<file path="config.mk">
export PLATFORM = sky130hd
export DESIGN_NAME = dma_dim2_arb
export DESIGN_NICKNAME = d
export VERILOG_FILES = /design/src/rtl/dma_dim2_arb.sv
export SDC_FILE = /design/constraint.sdc
export NUM_CORES = 1
export LEC_CHECK = 0
export ABC_AREA = 1
export CAP_MARGIN = 20
export CORE_ASPECT_RATIO = 1.75
export CORE_MARGIN = 2
export CORE_UTILIZATION = 27
export DETAILED_ROUTE_END_ITERATION = 16
export GPL_ROUTABILITY_DRIVEN = 0
export PLACE_DENSITY_LB_ADDON = 0.2
export SYNTH_ARGS = -nofsm -noshare
export SYNTH_HDL_FRONTEND = slang
export SYNTH_SLANG_ARGS = --single-unit
</file>
<file path="constraint.sdc">
create_clock -name clk -period 4.5 [get_ports clk]
set_input_delay 0.675 -clock clk [delete_from_list [all_inputs] [get_ports clk]]
set_output_delay 0.675 -clock clk [all_outputs]
set_load 0.03 [all_outputs]
</file>
<file path="src/rtl/dma_dim2_arb.sv">
// +--------------------------------------------------------------------------+
// | dma_dim2_arb: round-robin scheduler sharing one dma_dim2 generator.       |
// | Optional beat counter: define DMA_DIM2_ARB_BEATCNT_EN.                    |
// | Revision: 1.0                                                             |
// +--------------------------------------------------------------------------+
`default_nettype none

module dma_dim2_arb #(
  parameter int NREQ = 4,
  parameter int AW   = 14,
  parameter int IFW  = 4,
  parameter int SZW0 = 7,
  parameter int STW0 = 2,
  parameter int SZW1 = 5,
  parameter int STW1 = 7
) (
  input  logic                 clk,
  input  logic                 rst_n,
  input  logic [NREQ-1:0]      req_valid,
  output logic [NREQ-1:0]      req_ready,
  input  logic [NREQ*AW-1:0]   req_base,
  input  logic [NREQ*SZW0-1:0] req_dim0_size,
  input  logic [NREQ*STW0-1:0] req_dim0_step,
  input  logic [NREQ*SZW1-1:0] req_dim1_size,
  input  logic [NREQ*STW1-1:0] req_dim1_step,
  input  logic [NREQ*IFW-1:0]  req_info,
  output logic [NREQ-1:0]      done,
  output logic                 busy,
  output logic [2:0]           grant_id,
  output logic [AW-1:0]        base,
  output logic [SZW0-1:0]      dim0_size,
  output logic [STW0-1:0]      dim0_step,
  output logic [SZW1-1:0]      dim1_size,
  output logic [STW1-1:0]      dim1_step,
  output logic [IFW-1:0]       m_info,
  output logic                 start_valid,
  input  logic                 start_ready,
  input  logic                 s_valid,
  input  logic                 s_ready,
  input  logic                 s_last
`ifdef DMA_DIM2_ARB_BEATCNT_EN
  ,
  output logic [15:0]          job_beats,
  output logic                 beat_ovf
`endif
);

  localparam int IW = (NREQ > 1) ? $clog2(NREQ) : 1;

  localparam logic [1:0] S_IDLE  = 2'd0;
  localparam logic [1:0] S_ISSUE = 2'd1;
  localparam logic [1:0] S_RUN   = 2'd2;

  logic [1:0]      r_state;
  logic [1:0]      w_next;
  logic [2:0]      r_ptr;
  logic [2:0]      w_win;
  logic [2:0]      w_ptr_nxt;
  logic [3:0]      w_sum;
  logic [NREQ-1:0] r_done;
  logic            w_any;
  logic            w_grant;
  logic            w_final;

  assign w_any   = |req_valid;
  assign w_grant = (r_state == S_IDLE) && w_any;
  assign w_final = (r_state == S_RUN) && s_valid && s_ready && s_last;
  assign done    = r_done;

  // Scan offsets from the highest down so the lowest offset from r_ptr wins.
  always_comb begin
    w_win = 3'd0;
    w_sum = 4'd0;
    for (int k = NREQ - 1; k >= 0; k--) begin
      w_sum = {1'b0, r_ptr} + 4'(k);
      if (w_sum >= 4'(NREQ)) w_sum = w_sum - 4'(NREQ);
      if (req_valid[w_sum[IW-1:0]]) w_win = w_sum[2:0];
    end
  end

  assign w_ptr_nxt = (w_win == 3'(NREQ - 1)) ? 3'd0 : w_win + 3'd1;

  // State register
  always_ff @(posedge clk or negedge rst_n) begin
    if (!rst_n) r_state <= S_IDLE;
    else        r_state <= w_next;
  end

  // Next-state logic
  always_comb begin
    w_next = r_state;
    case (r_state)
      S_IDLE:  if (w_any)       w_next = S_ISSUE;
      S_ISSUE: if (start_ready) w_next = S_RUN;
      S_RUN:   if (w_final)     w_next = S_IDLE;
      default:                  w_next = S_IDLE;
    endcase
  end

  // Output logic
  always_comb begin
    req_ready = '0;
    if (w_grant) req_ready[w_win[IW-1:0]] = 1'b1;
    start_valid = (r_state == S_ISSUE);
    busy        = (r_state != S_IDLE);
  end

  // Descriptor registers hold after completion until the next grant.
  always_ff @(posedge clk or negedge rst_n) begin
    if (!rst_n) begin
      r_ptr     <= 3'd0;
      grant_id  <= 3'd0;
      base      <= '0;
      dim0_size <= '0;
      dim0_step <= '0;
      dim1_size <= '0;
      dim1_step <= '0;
      m_info    <= '0;
      r_done    <= '0;
    end else begin
      r_done <= '0;
      if (w_grant) begin
        r_ptr     <= w_ptr_nxt;
        grant_id  <= w_win;
        base      <= req_base[int'(w_win)*AW +: AW];
        dim0_size <= req_dim0_size[int'(w_win)*SZW0 +: SZW0];
        dim0_step <= req_dim0_step[int'(w_win)*STW0 +: STW0];
        dim1_size <= req_dim1_size[int'(w_win)*SZW1 +: SZW1];
        dim1_step <= req_dim1_step[int'(w_win)*STW1 +: STW1];
        m_info    <= req_info[int'(w_win)*IFW +: IFW];
      end
      if (w_final) r_done[grant_id[IW-1:0]] <= 1'b1;
    end
  end

`ifdef DMA_DIM2_ARB_BEATCNT_EN
  logic [15:0] r_cnt;
  logic [15:0] w_cnt_inc;
  logic        r_ovf;
  logic        w_sat;

  assign w_sat     = &r_cnt;
  assign w_cnt_inc = w_sat ? r_cnt : r_cnt + 16'd1;

  // Overflow is tracked per job and published together with job_beats.
  always_ff @(posedge clk or negedge rst_n) begin
    if (!rst_n) begin
      r_cnt     <= 16'd0;
      r_ovf     <= 1'b0;
      job_beats <= 16'd0;
      beat_ovf  <= 1'b0;
    end else if (w_grant) begin
      r_cnt <= 16'd0;
      r_ovf <= 1'b0;
    end else if ((r_state == S_RUN) && s_valid && s_ready) begin
      r_cnt <= w_cnt_inc;
      r_ovf <= r_ovf | w_sat;
      if (s_last) begin
        job_beats <= w_cnt_inc;
        beat_ovf  <= r_ovf | w_sat;
      end
    end
  end
`endif

endmodule

`default_nettype wire
</file>
Signal wires on met1:
The bar under the picture is 20 um long. Cells faint in the background.
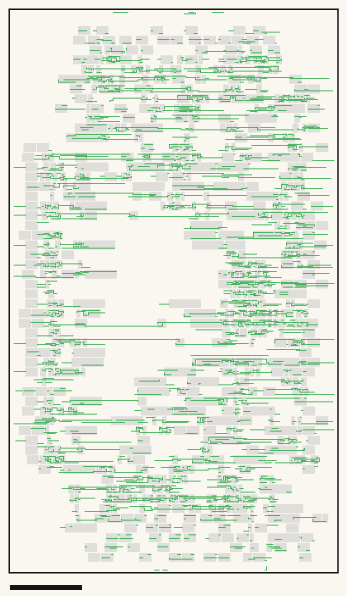
wire length on this layer = 4740 um
main direction = horizontal
nets with wire on the layer = 777
longest straight run = 35.0 um

Met2 routing:
The bar under the picture is 20 um long. Cells faint in the background.
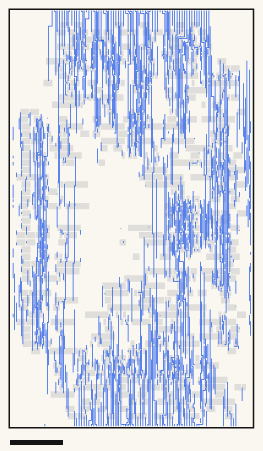
share of all routed wire = 58%
longest straight run = 73.1 um
nets with wire on the layer = 714
main direction = vertical
wire length on this layer = 8060 um

M3 wires:
The bar under the picture is 20 um long. Cells faint in the background.
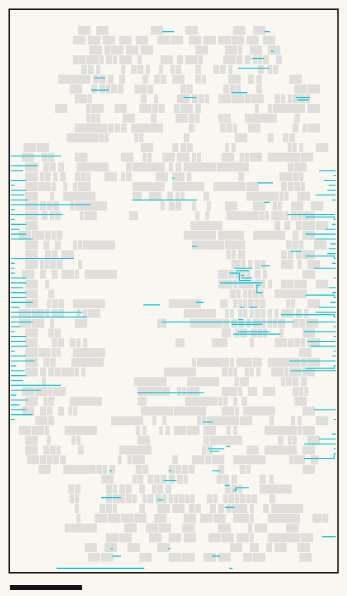
wire length on this layer = 727 um
nets with wire on the layer = 130
main direction = horizontal

Metal 4:
The bar under the picture is 20 um long.
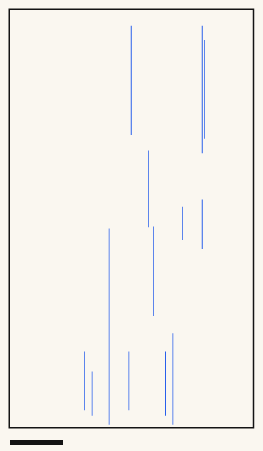
nets with wire on the layer = 12
wire length on this layer = 409 um
share of all routed wire = 2.9%
main direction = vertical
DR vias: 4459
WL final: 13.9 mm

==> results.yml <==
# synthesis and place-and-route metrics
clock_tree:
  htree_levels: 2
  cts_buffer_depth: 2
  ctsResizeCount: 0
drt:
  met2_length_mm: 8.06
  wire_per_inst_um: 15.4
  drt-initial-drc-count: 185
  topRoutingLayerUsed: "met4"
  met3_length_um: 727
critical_path:
  reg2reg_depth: 11
  cpMostUsedCell: "inv_1"
  setup.worst_path.start_class: "flip-flop"
  endpoint_kind: "primary output"
  required_ns: 3.83
status:
  status: "finished clean"
logic_synthesis:
  common_cells: "nand3_1 (204), nand2_1 (183), dfrtp_1 (51)"
  top_cell: "nand3_1"
  synth-main-ff-cell: "dfrtp_1"
  yosys_cells: 544
floorplanning:
  die_area_um2: 14300
  fp-row-count: 55
final_timing:
  relSlewSlack: 0.462
  finalCritPeriodShare: 0.908
  finalSetupViolations: 0
  final_hold_viol_count: 0
cells_and_area:
  n_antenna_cell: 0
  lay_top_count: "clkdlybuf4s50_1"
place:
  dpl-instance-area_um2: 5790
job:
  maxCapViolations: 0
  warning_count: 30
power:
  p_per_area_nw_per_um2: 833
[per-stage QoR]
step	power, mW	hold WS [ns]	setup WS [ns]	util
finish	4.95	0.477	0.416	0.459
global route	5.43	0.496	0.152	0.459
CTS	5.00	0.483	0.303	0.459
detailed placement	4.60	0.464	0.528	0.447
global placement	4.53	0.461	0.609	0.447
floorplan	3.56	0.379	1.63	-
[report_power, final]
group | switching [mW] | leakage (nW) | internal (mW)
Combinational | 2.42 | 2.01 | 1.32
Sequential | 0.135 | 0.631 | 0.690
Clock | 0.175 | 0.0658 | 0.205
Total | 2.73 | 2.71 | 2.22
[cell families after synthesis]
kind of cell / after synthesis / synth area share
DFF: 51 / 0.355
adders and majority gates: 6 / 0.0209
buffers and inverters: 65 / 0.0964
AOI/OAI and AO/OA: 11 / 0.0181
and+or+nand+nor: 411 / 0.510
[path summary, 6_finish.rpt]
check	end	from	slack (ns)
setup reg to reg	base[5]	r_ptr[0]	1.35
max in group asynchronous	base[1]	rst_n	3.56
hold reg to reg	dim0_step[0]	dim0_step[0]	0.48
min in group asynchronous	done[2]	rst_n	0.49
hold / removal	dim0_step[0]	dim0_step[0]	0.48
setup / recovery	req_ready[3]	r_ptr[0]	0.42
[final cells by class]
type	count	area, um2	area share
Clock buffer	5	125	0.0211
Clock inverter	3	20.0	0.00337
Inverter	23	86.3	0.0145
Multi-Input combinational cell	428	1990	0.335
Sequential cell	51	1280	0.215
Tap cell	171	214	0.0360
Timing Repair Buffer	226	2230	0.375
[registers in the layout, indices dropped and copies added (netlist names)]
name / count
base: 14
dim0_size: 7
dim1_step: 7
m_info: 4
r_state: 2
grant_id: 3
dim0_step: 2
dim1_size: 5
done: 4
r_ptr: 3
No activity file was given, so power comes from the tool's default toggle rates.
